### config.mk
export PLATFORM = sky130hd
export DESIGN_NAME = button_events_flat
export DESIGN_NICKNAME = d
export VERILOG_FILES = /design/src/rtl/button_events_if.sv /design/src/rtl/button_events.sv /design/src/flat_wrapper.sv
export SDC_FILE = /design/constraint.sdc
export NUM_CORES = 1
export LEC_CHECK = 0
export ABC_AREA = 1
export CAP_MARGIN = 40
export CORE_MARGIN = 8
export CORE_UTILIZATION = 62
export DETAILED_ROUTE_END_ITERATION = 8
export PLACE_DENSITY = 0.8
export SYNTH_ARGS = -nofsm -noshare
export SYNTH_HDL_FRONTEND = slang
export SYNTH_SLANG_ARGS = --single-unit
### constraint.sdc
create_clock -name clock -period 6.75 [get_ports clock]
set_input_delay 1.35 -clock clock [delete_from_list [all_inputs] [get_ports clock]]
set_output_delay 1.35 -clock clock [all_outputs]
set_load 0.005 [all_outputs]
### src/rtl/button_events_if.sv
// Button level input and per-button event outputs of button_events.
// SV keywords prevent naming the pulses "release"/"repeat", hence the _ev suffix.
interface button_events_if;
  logic [4:0] btn_in;
  logic [4:0] press;
  logic [4:0] release_ev;
  logic [4:0] long_press;
  logic [4:0] repeat_ev;
  logic [4:0] held;
  logic       any_event;

  modport master (
    output btn_in,
    input  press, release_ev, long_press, repeat_ev, held, any_event
  );

  modport slave (
    input  btn_in,
    output press, release_ev, long_press, repeat_ev, held, any_event
  );
endinterface

### src/rtl/button_events.sv
// Five independent press/long-press/auto-repeat/release detectors.
// Auto-repeat is built only when BTN_REPEAT_EN is defined.
//
// state  | meaning
// S_IDLE | button released
// S_WAIT | pressed, counting towards HOLD_TIME
// S_HELD | long press reached, counting repeat intervals
module button_events #(
  parameter int unsigned HOLD_TIME   = 50000000,
  parameter int unsigned REPEAT_TIME = 10000000,
  parameter int unsigned CNT_W       = 26
) (
  input logic           clock,
  input logic           reset,
  button_events_if.slave bus
);

  typedef enum logic [1:0] {S_IDLE, S_WAIT, S_HELD} state_t;

  localparam logic [CNT_W-1:0] HOLD_LAST = CNT_W'(HOLD_TIME - 1);
`ifdef BTN_REPEAT_EN
  localparam logic [CNT_W-1:0] REP_LAST  = CNT_W'(REPEAT_TIME - 1);
`endif

  state_t           state_q [5];
  state_t           state_d [5];
  logic [CNT_W-1:0] cnt_q   [5];
  logic [CNT_W-1:0] cnt_d   [5];

  logic [4:0] press_d, release_d, long_d, repeat_d, held_d;
  logic [4:0] press_q, release_q, long_q, repeat_q, held_q;
  logic       any_q;

  always_comb begin
    press_d   = '0;
    release_d = '0;
    long_d    = '0;
    repeat_d  = '0;
    held_d    = '0;
    for (int i = 0; i < 5; i++) begin
      state_d[i] = state_q[i];
      cnt_d[i]   = cnt_q[i];
      case (state_q[i])
        S_IDLE: begin
          if (bus.btn_in[i]) begin
            state_d[i] = S_WAIT;
            cnt_d[i]   = '0;
            press_d[i] = 1'b1;
          end
        end
        S_WAIT: begin
          if (!bus.btn_in[i]) begin
            state_d[i]   = S_IDLE;
            cnt_d[i]     = '0;
            release_d[i] = 1'b1;
          end else if (cnt_q[i] == HOLD_LAST) begin
            state_d[i] = S_HELD;
            cnt_d[i]   = '0;
            long_d[i]  = 1'b1;
          end else begin
            cnt_d[i] = cnt_q[i] + 1'b1;
          end
        end
        S_HELD: begin
          if (!bus.btn_in[i]) begin
            state_d[i]   = S_IDLE;
            cnt_d[i]     = '0;
            release_d[i] = 1'b1;
          end else begin
`ifdef BTN_REPEAT_EN
            if (cnt_q[i] == REP_LAST) begin
              cnt_d[i]    = '0;
              repeat_d[i] = 1'b1;
            end else begin
              cnt_d[i] = cnt_q[i] + 1'b1;
            end
`else
            cnt_d[i] = '0;
`endif
          end
        end
        default: begin
          state_d[i] = S_IDLE;
          cnt_d[i]   = '0;
        end
      endcase
      held_d[i] = (state_d[i] == S_HELD);
    end
  end

  always_ff @(posedge clock or posedge reset) begin
    if (reset) begin
      for (int i = 0; i < 5; i++) begin
        state_q[i] <= S_IDLE;
        cnt_q[i]   <= '0;
      end
      press_q   <= '0;
      release_q <= '0;
      long_q    <= '0;
      repeat_q  <= '0;
      held_q    <= '0;
      any_q     <= 1'b0;
    end else begin
      for (int i = 0; i < 5; i++) begin
        state_q[i] <= state_d[i];
        cnt_q[i]   <= cnt_d[i];
      end
      press_q   <= press_d;
      release_q <= release_d;
      long_q    <= long_d;
      repeat_q  <= repeat_d;
      held_q    <= held_d;
      // any_event trails the registered pulses by one cycle
      any_q     <= |{press_q, long_q, repeat_q};
    end
  end

  assign bus.press      = press_q;
  assign bus.release_ev = release_q;
  assign bus.long_press = long_q;
  assign bus.repeat_ev  = repeat_q;
  assign bus.held       = held_q;
  assign bus.any_event  = any_q;

endmodule

### src/flat_wrapper.sv
// flat-port wrapper written by rule: the top's interface ports become plain ports
module button_events_flat 
#(
  parameter int unsigned HOLD_TIME   = 50000000,
  parameter int unsigned REPEAT_TIME = 10000000,
  parameter int unsigned CNT_W       = 26
)
  (clock, reset, bus_btn_in, bus_press, bus_release_ev, bus_long_press, bus_repeat_ev, bus_held, bus_any_event);
  button_events_if bus_i ();
  input logic clock;
  input logic reset;
  input wire logic [$bits(bus_i.btn_in)-1:0] bus_btn_in;
  output wire logic [$bits(bus_i.press)-1:0] bus_press;
  output wire logic [$bits(bus_i.release_ev)-1:0] bus_release_ev;
  output wire logic [$bits(bus_i.long_press)-1:0] bus_long_press;
  output wire logic [$bits(bus_i.repeat_ev)-1:0] bus_repeat_ev;
  output wire logic [$bits(bus_i.held)-1:0] bus_held;
  output wire logic [$bits(bus_i.any_event)-1:0] bus_any_event;
  assign bus_i.btn_in = bus_btn_in;
  assign bus_press = bus_i.press;
  assign bus_release_ev = bus_i.release_ev;
  assign bus_long_press = bus_i.long_press;
  assign bus_repeat_ev = bus_i.repeat_ev;
  assign bus_held = bus_i.held;
  assign bus_any_event = bus_i.any_event;
  button_events #(.HOLD_TIME(HOLD_TIME), .REPEAT_TIME(REPEAT_TIME), .CNT_W(CNT_W)) u_core (.clock(clock), .reset(reset), .bus(bus_i));
endmodule
Fig. 1: run 1, signal wires by layer
Drawn at 3 px/um. Two of the layers only.
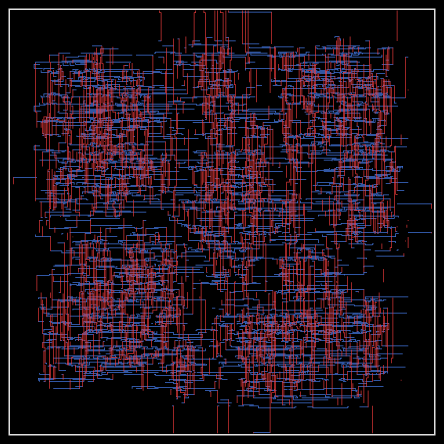
met2: marked red, wire length 9970 um. met1: marked blue, wire length 9550 um.

Fig. 2: run 1, M3 wires
Drawn at 3 px/um.
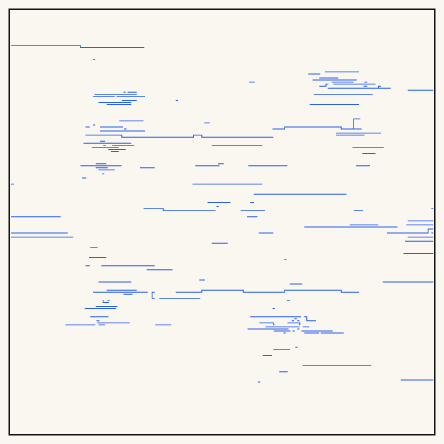
The wires run mostly horizontal. The layer holds 5.4% of the routed length. The layer carries 1150 um of wire.
met3 Usage GRT: 4.40%
wire length reported by the detailed router: 21200 um

Fig. 3: run 1, placement view
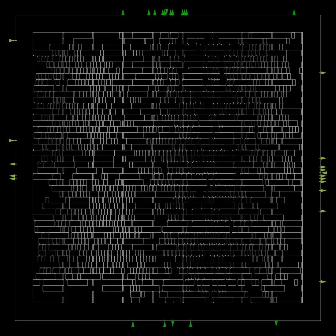
inserted tap cell count: 216
final instance count without filler cells: 1606

==> run summary, run 1 <==
From the run reports.

- The critical path's largest stage delay reads 0.67 ns.
- The final timing report lists clock skew as 0.00962 ns.
- The die extent in x is 141 um.
- Pins over their slew limit in the final report were tallied at 0.
- The OpenROAD report gives the critical path a required time of 7.06 ns.
- The number of global-route vias before repair is 7953.
- The power share of the clock group reads 39.3%.
- In the power breakdown, the internal column shows 1.77 mW.
- The worst setup path endpoint reads u_core.cnt_q[20].
- The flow reported a cell area power density of 233 nW/um2.
- In this run the critical path is formed by clkdlybuf4s50_1 > nor2_1 > clkinv_1 > nand4_1 > nor2_1 > a21oi_1 > nor2_1.
- In the final design database the tool counted 1409 nets.
- The buffering stage count on the worst path with inverters included reads 2.
- The sequential fraction of the synthesis area reads 41.4%.
- The residual overflow from global routing is 0.
- The area of the synthesized netlist per yosys stat is 9740 um2.
- The kind of critical path reads input pin to flop.
- The combined global-route utilization of all metal layers is 22.2%.
- The clock latency at the later pin of the worst-skew pair reads 0.42 ns.
- The CTS tree is built.
- The setup TNS reads 0 ns.
- The sink of the worst hold path is u_core.cnt_q[105].
- The timing report attributes the biggest portion of critical-path delay to simple AND/OR/NAND/NOR gates.
- After layout, the worst path uses 48.5% of the clock period.
- The startpoint of the worst-slack reg-to-reg timing path is u_core.state_q[1].
- The top logic cell by instance count in the layout reads nand2_1.
- The count of input and output buffers reads 27.
- Setup slack on the worst path after placement came out at 3.06 ns.
- In the synthesized netlist, the cells that appear most often are nand2_1, nor2_1, inv_1.
- The maximum root-to-sink buffer count reads 2.
- The post-route worst setup slack is 3.48 ns.
- The number of post-CTS setup repair buffers is 0.
- The share of cells above drive strength 1 is 7.12%.
- The STA report counts the stages on the worst setup path as 7.
- The startpoint of the lowest-slack hold path reads u_core.cnt_q[105].
- The flow ran to the end, and the final reports show no timing, DRC or antenna violations.
- The register clock-pin slew on the reported worst setup and hold paths reads 0.06 ns.
- The proportion of synthesized flip-flops having asynchronous set or reset is 100%.
- The kind of path behind the tightest hold check is flop to flop.
- Setup repair after global routing left no endpoint under its margin.
- The Yosys warning count is 0.
- The count of nets left with antenna violations after detail routing reads 0.
- The number of hold buffers added after cts reads 0.
- Before placement the cells fill 62.4% of the core.
- The number of max-cap violations is 0.
- The combinational power share reads 17.7%.
- Post-CTS repair ended up resizing 0 cells.
- The slack of the worst reg-to-reg path is 4.20 ns.
## run 1: through the flow
stage / total power [mW] / cell area [um2] / hold WS [ns] / std cells / util [%]
2_1_floorplan: 1.42 / 9750 / 0.469 / 1347 / -
3_3_place_gp: 1.53 / 10200 / 0.494 / 1573 / 65.3
3_5_place_dp: 1.55 / 10200 / 0.522 / 1574 / 65.5
4_1_cts: 2.55 / 10800 / 0.536 / 1606 / 69.3
5_1_grt: 2.65 / 10800 / 0.556 / 1606 / 69.3
6_report: 2.52 / 10800 / 0.529 / 1606 / 69.3
## run 1: cell type report
| cell class | count | area (um2) |
|---|---|---|
| repair buffers | 29 | 305 |
| multi-input cells | 970 | 4860 |
| flip-flops and latches | 161 | 4030 |
| clock inverters | 10 | 133 |
| inverters | 198 | 749 |
| clock buffers | 22 | 474 |
| well taps | 216 | 270 |
| fillers | 1276 | 4780 |
## run 1: cells by family after synthesis
logic type	share of synthesized area, %
AOI/OAI and AO/OA	5.64
xor gates and xnor gates	5.04
adders and majority gates	3.21
DFF	41.4
other	0.0385
buffers and inverters	8.93
and+or+nand+nor	35.8
## run 1: state kept, by name, indices dropped and copies added (netlist names)
register	cells
u_core.cnt_q	130
u_core.bus.release_ev	5
u_core.bus.held	5
u_core.bus.long_press	5
u_core.bus.press	5
u_core.bus.any_event	1
u_core.state_q	10
## run 1: power groups by stage
stage	logic, mW	clock network [mW]	registers [mW]
floorplan	0.330	0	1.09
global placement	0.438	0	1.10
detailed placement	0.451	0	1.10
CTS	0.455	1.01	1.08
global route	0.513	1.05	1.09
finish	0.447	0.992	1.08
## run 1: metal layers
layer	global-route usage (%)	up-vias	part of all wire, %
met5	0	-	0
met4	8.77	0	2.4
met3	4.40	50	5.4
met2	36.5	235	47
met1	28.5	3911	45
li1	-	4267	-
Fig. 4: run 1, cells colored by class
Drawn at 2 px/um.
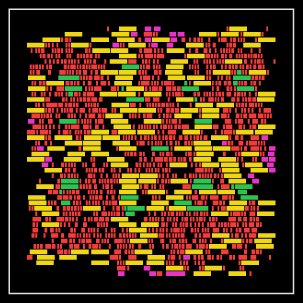

==> run 2: changes to the inputs <==
--- a/config.mk
+++ b/config.mk
@@ -8,9 +8,9 @@
 export ABC_AREA = 1
 export CAP_MARGIN = 40
 export CORE_MARGIN = 8
-export CORE_UTILIZATION = 62
+export CORE_UTILIZATION = 56
 export DETAILED_ROUTE_END_ITERATION = 8
-export PLACE_DENSITY = 0.8
+export PLACE_DENSITY = 0.76
 export SYNTH_ARGS = -nofsm -noshare
 export SYNTH_HDL_FRONTEND = slang
 export SYNTH_SLANG_ARGS = --single-unit
==> constraint.sdc (replaced) <==
create_clock -name clock -period 2.9 [get_ports clock]
set_input_delay 0.58 -clock clock [delete_from_list [all_inputs] [get_ports clock]]
set_output_delay 0.58 -clock clock [all_outputs]
set_load 0.005 [all_outputs]
Fig. 5: run 2, cells colored by class
Drawn at 2 px/um.
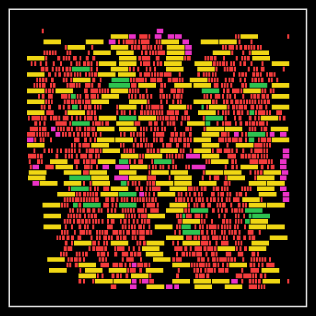
all other logic: marked red, cells 1168, share of their area 53%. flip-flops: marked yellow, cells 161, share of their area 38%. other buffers and delay cells: marked magenta, cells 39, share of their area 3.9%. clock drivers and dummy loads: marked green, cells 32, share of their area 5.6%.
final core utilization: 63.5%
summed area of non-filler cells in the final layout: 10900 um2
# rows: 48
area inside the core boundary: 17200 um2

==> run 2 against run 1 <==
Against the previous run: clock skew is 0.00085 ns higher; design area is 0.91% higher; synthesized cell count stayed put; first-iteration DRC count is 7.2% higher; cell count is 1.2% higher; combinational power is 150% higher; global-route usage is 1.4 points lower; setup slack worse by 2.6 ns; core utilization is 5.8 points lower; non-clock buffer count is 10 higher; routed wire length is 2.1% higher; largest cell class unchanged.
==> run summary, run 2 <==
From the run reports.

- The wire length reported by the detailed router is 21600 um (+2.1%).
- The kind of critical path reads flop to output pin.
- The initial core utilization is 56.7% (-5.7 points).
- The placed cell area reads 10300 um2 (+1.1%).
- The count of input and output buffers was 27 (unchanged).
- The share of the synthesized netlist area taken by xor and xnor gates came to 5.04% (unchanged).
- The count of nets left with antenna violations after detail routing reads 0 (unchanged).
- The post-CTS resize count reads 0 (unchanged).
- The number of hold buffers added after cts reads 0 (unchanged).
- The max-slew violation count came to 0 (unchanged).
- For reference, the top cells by count after synthesis are nand2_1, nor2_1, inv_1.
- The multiplexer share of the synthesized area is 0% (unchanged).
- The final net count was 1419 (+0.71%).
- The flow ran to the end, and the final reports show no timing, DRC or antenna violations.
- The kind of cell adding the most delay to the critical path reads buffers and inverters.
- The residual overflow from global routing was 0 (unchanged).
- The startpoint of the worst-slack reg-to-reg timing path is u_core.cnt_q[52].
- The post-synthesis adder-cell area fraction reads 3.21% (unchanged).
- u_core.cnt_q holds more flip-flops than any other register.
- The top logic cell by instance count in the layout reads nand2_1.
- The area of the synthesized netlist per yosys stat reads 9740 um2 (unchanged).
- The proportion of synthesized flip-flops having asynchronous set or reset reads 100% (unchanged).
- The portion of the clock cycle consumed by the worst path in the final layout reads 70.5%.
- The die extent in x is 148 um (+4.6%).
- The area occupied by registers came to 4030 um2 (unchanged).
- The share of cells above drive strength 1 came to 7.86% (+0.73 points).
- TritonCTS built the clock tree.
- The tally of filler cells in the layout was 1513 (+19%).
- The maximum root-to-sink buffer count reads 2 (unchanged).
- The final non-filler cell total reads 1625 (+1.2%).
[run 2: cell counts after synthesis]
Identical to the previous run, type by type.
[run 2: where the power goes]
part	internal (mW)	switching (mW)
registers	2.38	0.132
clock network	1.31	0.945
logic	0.361	0.749
[run 2: area by class of cell]
| class | instances | area share, % |
|---|---|---|
| sequential | 161 | 36.9 |
| timing repair buffer | 39 | 3.76 |
| inverter | 198 | 6.85 |
| clock inverter | 12 | 1.23 |
| multi-input combinational | 970 | 44.5 |
| clock buffer | 20 | 4.18 |
| tap | 225 | 2.58 |
[run 2: metrics by stage]
stage	power (mW)	worst slack, ns
floorplan	3.30	0.277
global placement	3.63	0.601
detailed placement	3.67	0.540
CTS	5.94	0.839
global route	6.18	0.688
finish	5.88	0.855
[run 2: metal layers]
| layer | global-route usage [%] | share of wire, % | wire, um | vias to the layer above |
|---|---|---|---|---|
| li1 | - | - | - | 4285 |
| met1 | 26.5 | 47 | 10100 | 3879 |
| met2 | 34.6 | 47 | 10200 | 176 |
| met3 | 4.04 | 4.3 | 921 | 32 |
| met4 | 7.39 | 2.0 | 434 | 0 |
| met5 | 0 | 0 | 0 | - |
[run 2: worst max-delay path by stage]
stage,startpoint,to,slack (ns),cells after the start
after floorplan,reset,u_core.bus.any_event,0.28,1
final,u_core.bus.press[4],bus_press[4],0.85,1
after global routing,u_core.cnt_q[52],u_core.cnt_q[72],0.69,10
after CTS,u_core.bus.long_press[2],bus_long_press[2],0.84,1
after detailed placement,bus_btn_in[0],u_core.cnt_q[125],0.54,8
after global placement,bus_btn_in[0],u_core.cnt_q[125],0.60,8
Fig. 6: run 2, M3 wires
Drawn at 2 px/um.
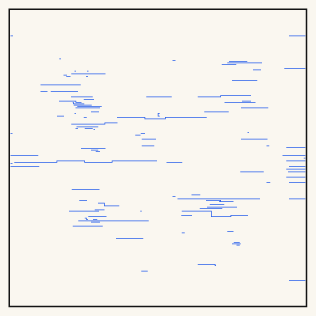

==> run 3: changes to the inputs <==
--- a/config.mk
+++ b/config.mk
@@ -8,9 +8,9 @@
 export ABC_AREA = 1
 export CAP_MARGIN = 40
 export CORE_MARGIN = 8
-export CORE_UTILIZATION = 56
+export CORE_UTILIZATION = 62
 export DETAILED_ROUTE_END_ITERATION = 8
-export PLACE_DENSITY = 0.76
+export PLACE_DENSITY = 0.8
 export SYNTH_ARGS = -nofsm -noshare
 export SYNTH_HDL_FRONTEND = slang
 export SYNTH_SLANG_ARGS = --single-unit
==> constraint.sdc (replaced) <==
create_clock -name clock -period 2.1 [get_ports clock]
set_input_delay 0.42 -clock clock [delete_from_list [all_inputs] [get_ports clock]]
set_output_delay 0.42 -clock clock [all_outputs]
set_load 0.005 [all_outputs]
Fig. 7: run 3, M3 wires
Drawn at 3 px/um.
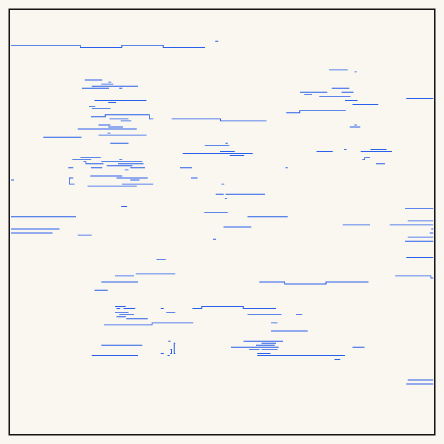
The wires run mostly horizontal. 98 nets have wire on it. The longest straight run is 29.0 um. The layer carries 1040 um of wire.
wire length reported by the detailed router: 21500 um
number of vias in the routed layout: 8563
met3 Usage GRT: 4.33%

==> run 3 against run 2 <==
Against the previous run: routed wire length shrank 0.68%; setup slack lost 0.60 ns; core utilization grew 6.5 points; total power grew 37%; first-iteration DRC count shrank 0.54%; synthesized cell count is the same; flip-flop count is the same; clock skew is essentially flat; largest power group unchanged.
==> run summary, run 3 <==
From the run reports.

- The final net count reads 1426 (+0.49%).
- The proportion of synthesized flip-flops having asynchronous set or reset is 100% (unchanged).
- The power dissipated in sequential cells reads 3.47 mW (+38%).
- The total cells reported by yosys after synthesis is 1343.
- The count of input and output buffers came to 27 (unchanged).
- The count of nets left with antenna violations after detail routing is 0 (unchanged).
- The max-slew violation count reads 0 (unchanged).
- The part of the power in registers is 43.0% (+0.3 points).
- The power share of the clock group reads 37.4% (-1.0 points).
- The post-CTS resize count was 0 (unchanged).
- The area of the synthesized netlist per yosys stat is 9740 um2 (unchanged).
- The total core area is 15600 um2 (-9.2%).
- The initial core utilization is 62.4% (+5.7 points).
- The portion of the clock cycle consumed by the worst path in the final layout reads 87.7%.
- For reference, the top cells by count after synthesis are nand2_1, nor2_1, inv_1.
- The power of the clock network is 3.01 mW (+33%).
- The combinational power share reads 19.6% (+0.7 points).
- The die extent in x reads 141 um (-4.4%).
- The number of placement rows came to 46 (-4.2%).
- The switching power as a share of total power is 31.3% (+0.30 points).
- The CTS tree is built.
- Sorting the synthesized cells by area gives the leading types as dfrtp_1, nand2_1, nor2_1, inv_1, nand3_1.
- The residual overflow from global routing is 0 (unchanged).
- The kind of cell adding the most delay to the critical path is buffers and inverters.
- The tally of filler cells in the layout is 1289 (-15%).
- The leakage component of the power reads 5.10 nW.
- The buffering stage count on the worst path with inverters included reads 1.
- The share of cells above drive strength 1 reads 8.32% (+0.46 points).
- The maximum root-to-sink buffer count reads 2 (unchanged).
- The final non-filler cell total reads 1623 (-0.12%).
- The top logic cell by instance count in the layout is nand2_1.
- The number of hold buffers added after cts came to 0 (unchanged).
- The top register by number of flip-flops reads u_core.cnt_q.
- The cell-internal power is 5.53 mW (+36%).
- The largest part of the power goes to sequential cells.
- The flow ran to the end, and the final reports show no timing, DRC or antenna violations.
- The critical path in this run is classified as flop to output pin.
- The net switching power is 2.53 mW (+38%).
- The power drawn by the combinational cells is 1.58 mW (+42%).
- The share of the core filled with cells was 70.0% (+6.5 points).
- The mean area per synthesized cell reads 7.25 um2.
-- run 3: worst max-delay path by stage --
stage                        startpoint              endpoint  slack (ns)  cells after the start
floorplan                         reset  u_core.bus.any_event       -0.36                      1
CTS                    u_core.cnt_q[26]      u_core.cnt_q[29]        0.23                     10
global placement          bus_btn_in[4]      u_core.cnt_q[24]        0.07                      7
detailed placement        bus_btn_in[4]      u_core.cnt_q[20]        0.02                      7
finish              u_core.bus.press[4]          bus_press[4]        0.26                      1
global route           u_core.cnt_q[26]      u_core.cnt_q[29]        0.04                     10
-- run 3: through the flow --
step	hold WS, ns	instance area, um2	power, mW	setup TNS, ns	setup slack (ns)
2_1_floorplan	0.469	9760	4.55	-58.42	-0.363
3_3_place_gp	0.493	10400	5.05	0	0.0720
3_5_place_dp	0.503	10400	5.10	0	0.0187
4_1_cts	0.361	10900	8.13	0	0.229
5_1_grt	0.393	10900	8.49	0	0.0425
6_report	0.362	10900	8.06	0	0.258
-- run 3: logic make-up after synthesis --
group           Yosys count  synth area share (%)
xor+xnor                 56                  5.04
fa+ha+maj                25                  3.21
simple gates            784                  35.8
other cells               1                0.0385
compound gates          100                  5.64
buf+inv                 216                  8.93
flops                   161                  41.4
-- run 3: final cells by class --
class                      instances  area, um2  share of cell area [%]
sequential                       161       4030                    36.9
clock inverter                    11        105                   0.963
clock buffer                      21        460                    4.22
tap                              216        270                    2.48
inverter                         198        748                    6.85
timing repair buffer              46        450                    4.13
multi-input combinational        970       4860                    44.5
-- run 3: routing by layer --
metal | up-vias | part of all wire [%] | track usage [%]
met5 | - | 0 | 0
met4 | 0 | 1.9 | 7.64
met1 | 3983 | 45 | 29.4
li1 | 4308 | - | -
met2 | 235 | 48 | 39.0
met3 | 37 | 4.8 | 4.33

==> gallery <==
Where the registers sit.
Drawn at 4 px/um.
(a)
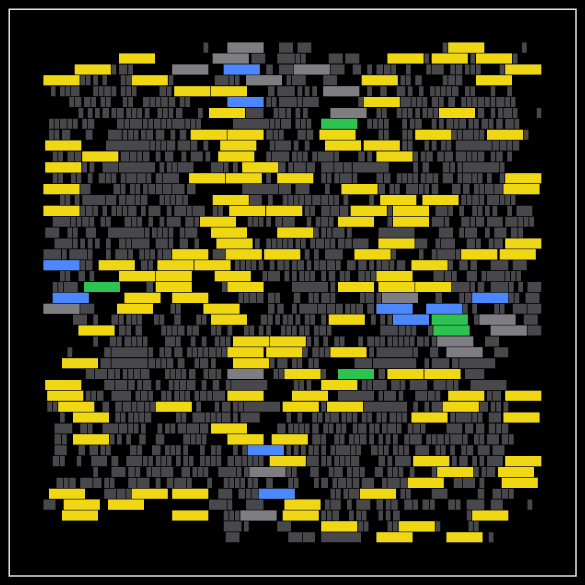
(b)
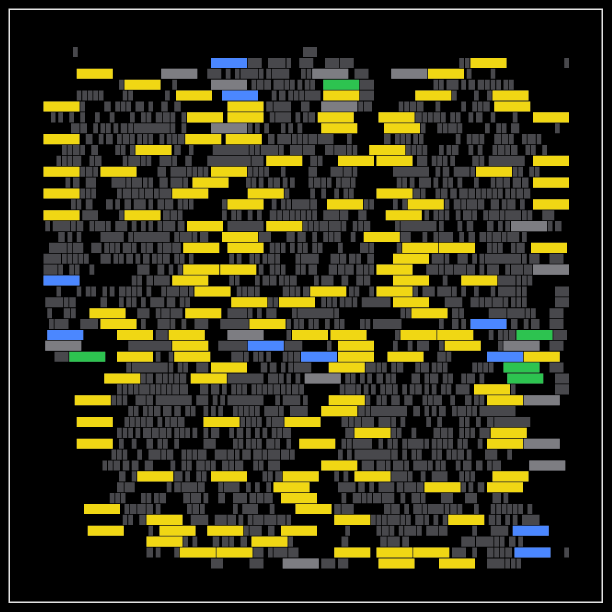
(c)
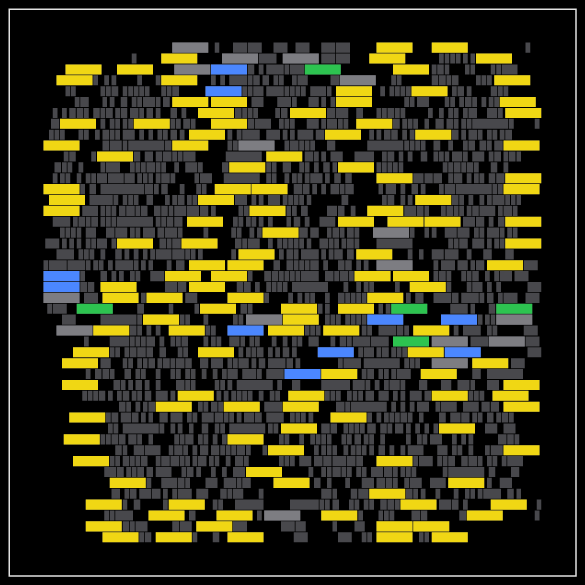
| picture | from |
|---|---|
| (a) | run 1 |
| (b) | run 2 |
| (c) | run 3 |

Key to (c):
u_core.cnt_q: marked yellow, placed flops 130, where widely spread. u_core.bus.press: marked green, placed flops 5. u_core.state_q: marked blue, placed flops 10.
Another 16 sequential cells are not colored.

Power is estimated from default activity; no workload was simulated.
